`src/rtl/fp2int_sched.sv`:
```
// fp2int_sched: two-requester round-robin converter from IEEE-754 single to a 128-bit
// truncated integer magnitude, shifting the mantissa one bit per cycle.
module fp2int_sched (
  input  logic         clk,
  input  logic         rst,
  input  logic         a_valid,
  input  logic [31:0]  a_data,
  output logic         a_ready,
  input  logic         b_valid,
  input  logic [31:0]  b_data,
  output logic         b_ready,
  output logic         out_valid,
  input  logic         out_ready,
  output logic [127:0] out_int,
  output logic         out_neg,
  output logic         out_src,
  output logic         out_ovf
);
  typedef enum logic [1:0] {IDLE = 2'd0, SHIFT = 2'd1, DONE = 2'd2} state_t;

  state_t         state_q;
  logic           ptr_q;
  logic           left_q;
  logic [6:0]     cnt_q;
  logic [127:0]   int_q;
  logic           vld_q;
  logic           neg_q;
  logic           src_q;
  logic           ovf_q;

  logic           idle;
  logic           grant_a;
  logic           grant_b;
  logic           accept;
  logic [31:0]    sel_data;
  logic [7:0]     exp_f;
  logic [6:0]     e_unb;
  logic [6:0]     cnt_w;
  logic [23:0]    mant;

  always_comb begin
    idle     = (state_q == IDLE);
    grant_a  = idle && (ptr_q ? (a_valid && !b_valid) : a_valid);
    grant_b  = idle && (ptr_q ? b_valid : (b_valid && !a_valid));
    accept   = grant_a || grant_b;
    sel_data = grant_b ? b_data : a_data;
    exp_f    = sel_data[30:23];
    mant     = {exp_f != 8'd0, sel_data[22:0]};
    // E-127 modulo 128 equals E+1 modulo 128; only meaningful when 127 <= E <= 254.
    e_unb    = exp_f[6:0] + 7'd1;
    cnt_w    = (e_unb > 7'd23) ? (e_unb - 7'd23) : (7'd23 - e_unb);
  end

  always_ff @(posedge clk) begin
    if (rst) begin
      state_q <= IDLE;
      ptr_q   <= 1'b0;
      left_q  <= 1'b0;
      cnt_q   <= '0;
      int_q   <= '0;
      vld_q   <= 1'b0;
      neg_q   <= 1'b0;
      src_q   <= 1'b0;
      ovf_q   <= 1'b0;
    end else begin
      case (state_q)
        IDLE: begin
          if (accept) begin
            ptr_q  <= grant_a;
            src_q  <= grant_b;
            neg_q  <= sel_data[31];
            ovf_q  <= 1'b0;
            int_q  <= '0;
            cnt_q  <= '0;
            left_q <= 1'b0;
            if (exp_f == 8'd255) begin
              ovf_q   <= 1'b1;
              vld_q   <= 1'b1;
              state_q <= DONE;
            end else if (exp_f < 8'd127) begin
              vld_q   <= 1'b1;
              state_q <= DONE;
            end else begin
              int_q  <= {104'd0, mant};
              left_q <= (e_unb > 7'd23);
              if (e_unb == 7'd23) begin
                vld_q   <= 1'b1;
                state_q <= DONE;
              end else begin
                cnt_q   <= cnt_w;
                state_q <= SHIFT;
              end
            end
          end
        end
        SHIFT: begin
          int_q <= left_q ? (int_q << 1) : (int_q >> 1);
          cnt_q <= cnt_q - 7'd1;
          if (cnt_q == 7'd1) begin
            vld_q   <= 1'b1;
            state_q <= DONE;
          end
        end
        DONE: begin
          if (out_ready) begin
            vld_q   <= 1'b0;
            state_q <= IDLE;
          end
        end
        default: state_q <= IDLE;
      endcase
    end
  end

  assign a_ready   = grant_a;
  assign b_ready   = grant_b;
  assign out_valid = vld_q;
  assign out_int   = int_q;
  assign out_neg   = neg_q;
  assign out_src   = src_q;
  assign out_ovf   = ovf_q;
endmodule
```
`config.mk`:
```
export PLATFORM = sky130hd
export DESIGN_NAME = fp2int_sched
export DESIGN_NICKNAME = d
export VERILOG_FILES = /design/src/rtl/fp2int_sched.sv
export SDC_FILE = /design/constraint.sdc
export NUM_CORES = 1
export LEC_CHECK = 0
export ABC_AREA = 1
export CAP_MARGIN = 20
export CORE_MARGIN = 2
export CORE_UTILIZATION = 47
export CTS_CLUSTER_DIAMETER = 80
export DETAILED_ROUTE_END_ITERATION = 10
export PLACE_DENSITY = 0.8
export SYNTH_ARGS = -nofsm -noshare
export SYNTH_HDL_FRONTEND = slang
export SYNTH_SLANG_ARGS = --single-unit
```
`constraint.sdc`:
```
create_clock -name clk -period 3.9 [get_ports clk]
set_clock_uncertainty 0.1 [all_clocks]
set_input_delay 0.975 -clock clk [delete_from_list [all_inputs] [get_ports clk]]
set_output_delay 0.975 -clock clk [all_outputs]
set_load 0.01 [all_outputs]
```
### Met2 routing

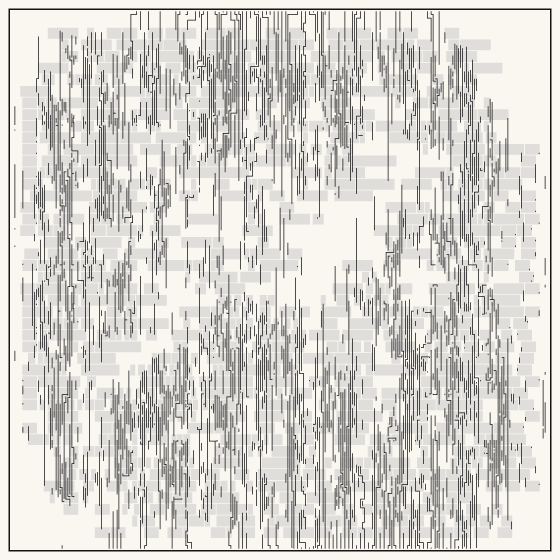
nets with wire on the layer	964
longest straight run	43.3 µm
wire length on this layer	9410 µm
met2 routing resource usage after global routing: 38.3%
via count: 7464
total wire length after detailed routing: 20200 µm

### Placed cells, one color a class

Fill, decap, tap and diode cells in gray.
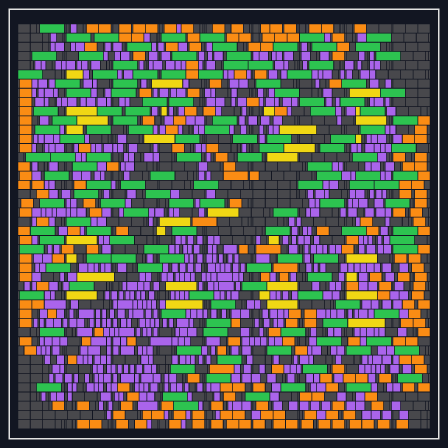
class	color	cells	share of their area
remaining logic cells	purple	720	40%
remaining buffers and delay cells	orange	219	23%
clock drivers and dummy loads	yellow	32	6.7%
sequential cells	green	143	30%
number of placement rows: 44
Layout Utilization: 67.3%
sequential share of cell area: 29.1%

### Placement view

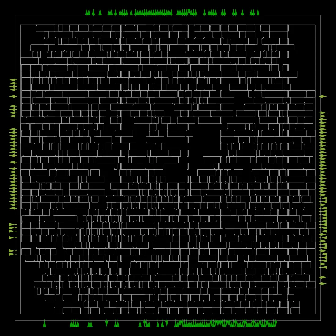
Floorplan Core Area: 14600 µm²
Taps Inserted: 184
sequential cells: 143
number of filler cells placed in the layout: 1213
non-filler cells in the finished layout: 1298

### Port wiring

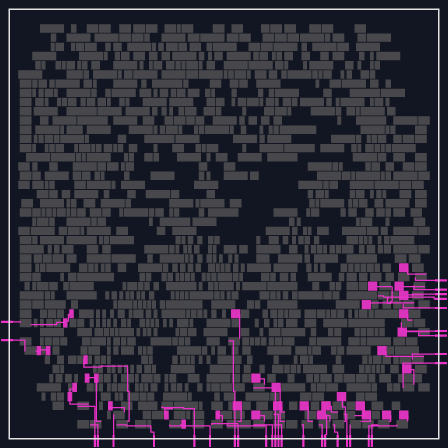
port	color	bits	direction	edge	end cells	buffers	wire
a_data	magenta	32	input	21 south, 9 east, 2 west	36	32	568 µm
number of port buffers: 202
ports placed on the boundary: 203

==> flow_metrics.env <==
# implementation run metrics
export IMPL_antenna_found_initial=0
export IMPL_timing_max_slew_rel_slack_pct=38.4
export IMPL_grt_remaining_overflow=0
export IMPL_avgViaCountPerCell=5.75
export IMPL_post_cts_repair_setup_buffers=0
export IMPL_tool_warnings=31
export IMPL_grtUsageTotal_pct=24.4
export IMPL_dp_final_hpwl_um=13200
export IMPL_power_combinational_fraction_pct=31.1
export IMPL_power_density_nw_per_um2=509
export IMPL_biggest_area_contributors_in_the_synthesized_netlist="dfxtp_1 (41%), a22oi_1 (11%), nand2_1 (9.9%), a21oi_1 (9.8%), o21ai_0 (3.8%)"
export IMPL_holdCritPathClass="reg2reg"
export IMPL_ctsLongestPathBuffers=2
export IMPL_common_cells="nand2_1 (186), dfxtp_1 (143), a21oi_1 (138), a22oi_1 (100), o21ai_0 (54)"
export IMPL_clock_insertion_delay_worst_skew_ns=0.41
export IMPL_crit_fanout=9
export IMPL_number_of_global_route_vias_before_repair=6568
export IMPL_finalClockPeriodUsage_pct=93.5
export IMPL_placed_cell_area_um2=9190
export IMPL_floorplan_core_util_pct=48.3
export IMPL_enable_flop_cells=0
export IMPL_cts_num_sinks=143
export IMPL_synthToLayoutAreaGrowth_pct=39.3
export IMPL_most_area_hungry_cell_type_in_the_yosys_netlist="dfxtp_1"
export IMPL_ant_nets=0
export IMPL_finalWorstSetupSlack_ns=0.255
export IMPL_worst_margin_slew_ns=0.924
export IMPL_cts_max_level=4
export IMPL_sequential_share_of_power_pct=34.0
export IMPL_clock_power_share_pct=34.9
export IMPL_n_antenna_cell=0
export IMPL_post_route_cell_area_um2=9820
export IMPL_synthesis_instances=938
export IMPL_cts_buffers=17
export IMPL_top_cell_area_share_pct=40.6
export IMPL_dp_cells=1266
export IMPL_syn_nets=1014
export IMPL_cpMaxStageDelayCell="clkdlybuf4s50_1"
export IMPL_reg2reg_setup_slack_ns=0.96
export IMPL_detail_route_first_pass_iterations=6
export IMPL_totalNegativeSetupSlack_ns=0
export IMPL_post_synth_instance_area_um2=7050
export IMPL_cts_repair_resize_count=0
export IMPL_pint_mw=3.29
export IMPL_worst_ir_drop_vdd_mv=0.307
export IMPL_timing_worst_setup_path_type="in2out"
export IMPL_outcome="finished, final reports clean"
export IMPL_syn_mean_instance_area_um2=7.52
export IMPL_slew_violations=0
export IMPL_max_clock_freq_ghz=0.274
export IMPL_total_power_mw=5.00
export IMPL_num_nets_final=1177
export IMPL_most_frequent_cell_after_synthesis="nand2_1"
export IMPL_die_outline_height_um=126
export IMPL_cpMostUsedCell="clkdlybuf4s50_1"
export IMPL_critical_path_n_buffers_inverters=3
export IMPL_synthesis_yosys_warnings=0
export IMPL_worst_hold_slack_ns=0.368
export IMPL_dieWidth_um=126
export IMPL_chip_area_um2=16000
export IMPL_total_switching_power_mw=1.71
export IMPL_netSwitchingFraction_pct=34.1
export IMPL_asyncSetResetFlopFracSynth_pct=0
export IMPL_clock_transition_at_the_register_clock_pins_on_the_worst_setup_and_hold_paths_after_cts_ns=0.06
export IMPL_final_min_clock_period_ns=3.64
export IMPL_crit_path_cell_trace="clkdlybuf4s50_1 -> buf_4 -> a21oi_1 -> clkdlybuf4s50_1"
export IMPL_power_leakage_nw=3.36
export IMPL_cp_data_required_time_ns=2.82
export IMPL_setup_viol=0
export IMPL_synth_main_ff_cell="dfxtp_1"
export IMPL_cap_viol_max_count=0
export IMPL_gpl_final_weighted_congestion=0.878
export IMPL_category_of_the_worst_setup_path_launch_point="primary input"
export IMPL_hold_viol_final=0
export IMPL_synth_seq_cells=143
export IMPL_unrepaired_setup_endpoints_after_global_routing="no"
[layout make-up]
class / instances / area, µm²
Clock buffer: 20 / 457
Timing Repair Buffer: 219 / 2210
Tap cell: 184 / 230
Clock inverter: 12 / 181
Fill cell: 1213 / 4760
Inverter: 55 / 211
Sequential cell: 143 / 2860
Multi-Input combinational cell: 665 / 3670
[path summary, 6_finish.rpt]
| kind | startpoint | end | cells after the start |
|---|---|---|---|
| worst min register to register | out_valid$_SDFFE_PP0P_ | out_valid$_SDFFE_PP0P_ | 2 |
| worst min-delay path | out_valid$_SDFFE_PP0P_ | out_valid$_SDFFE_PP0P_ | 2 |
| worst max register to register | state_q[1]$_SDFFE_PP0P_ | cnt_q[6]$_SDFFE_PP0P_ | 17 |
| worst max-delay path | b_valid | a_ready | 4 |
[cells by family (layout without fill, tap and decap cells)]
kind of cell	count (synthesis)	count (layout)	synth area share, %
AND-OR/OR-AND	379	379	33.2
XOR/XNOR	1	1	0.124
adder cells (fa/ha/maj)	7	7	1.24
buffers and inverters	130	306	7.54
flip-flops	143	143	40.6
AND/OR/NAND/NOR	278	278	17.3
[power groups by stage]
| stage | logic (mW) | clock network [mW] | registers, mW |
|---|---|---|---|
| 6_report | 1.56 | 1.74 | 1.70 |
| 3_5_place_dp | 1.54 | 0 | 1.73 |
| 5_1_grt | 1.71 | 1.84 | 1.72 |
| 4_1_cts | 1.55 | 1.77 | 1.70 |
| 2_1_floorplan | 0.979 | 0 | 1.75 |
| 3_3_place_gp | 1.52 | 0 | 1.72 |
[layer usage]
metal	global-route usage, %	vias to the layer above	part of all wire (%)
li1	-	3651	-
met2	38.3	255	47
met4	8.66	0	2.2
met5	0	-	0
met3	5.10	32	6.2
met1	33.4	3526	45
[worst register-to-register path, cell delays in order (launching register included)]
cell and delay, ns:
dfxtp_1 0.35, nor2_4 0.29, nand3_4 0.19, o21ai_0 0.27, ha_1 0.25, nand3_2 0.15, nand2_1 0.09, nand2_1 0.04
nor2_1 0.14, ha_1 0.17, nand3_1 0.07, nand2_1 0.16, inv_2 0.04, nand2_1 0.18, nand3_1 0.11, nand2_1 0.09
nand2_1 0.06, a21oi_1 0.13
[flip-flops by register name, summed over array words and instances, names as in the netlist]
name       flops
left_q         1
out_ovf        1
state_q        2
cnt_q          7
out_valid      1
out_int      128
out_neg        1
out_src        1
ptr_q          1
[cells in the final DEF, fill, tap and decap left out, types with 2 or more instances in the layout]
| master | instances |
|---|---|
| nor2_1 | 27 |
| clkbuf_16 | 17 |
| a21oi_1 | 138 |
| clkinv_4 | 3 |
| clkinv_2 | 4 |
| o211ai_1 | 34 |
| inv_1 | 49 |
| clkbuf_8 | 2 |
| o21ai_0 | 54 |
| a22oi_1 | 100 |
| bufinv_16 | 4 |
| nand4_1 | 11 |
| buf_12 | 5 |
| nand2_2 | 12 |
| ha_1 | 7 |
| nor3_1 | 2 |
| inv_6 | 2 |
| nor2_2 | 4 |
| a31oi_1 | 24 |
| inv_2 | 2 |
| nand3_1 | 24 |
| nor2_4 | 5 |
| nand3_2 | 3 |
| o21a_1 | 24 |
| nand3_4 | 2 |
| dfxtp_1 | 143 |
| buf_4 | 13 |
| nand2_1 | 186 |
| clkdlybuf4s50_1 | 201 |
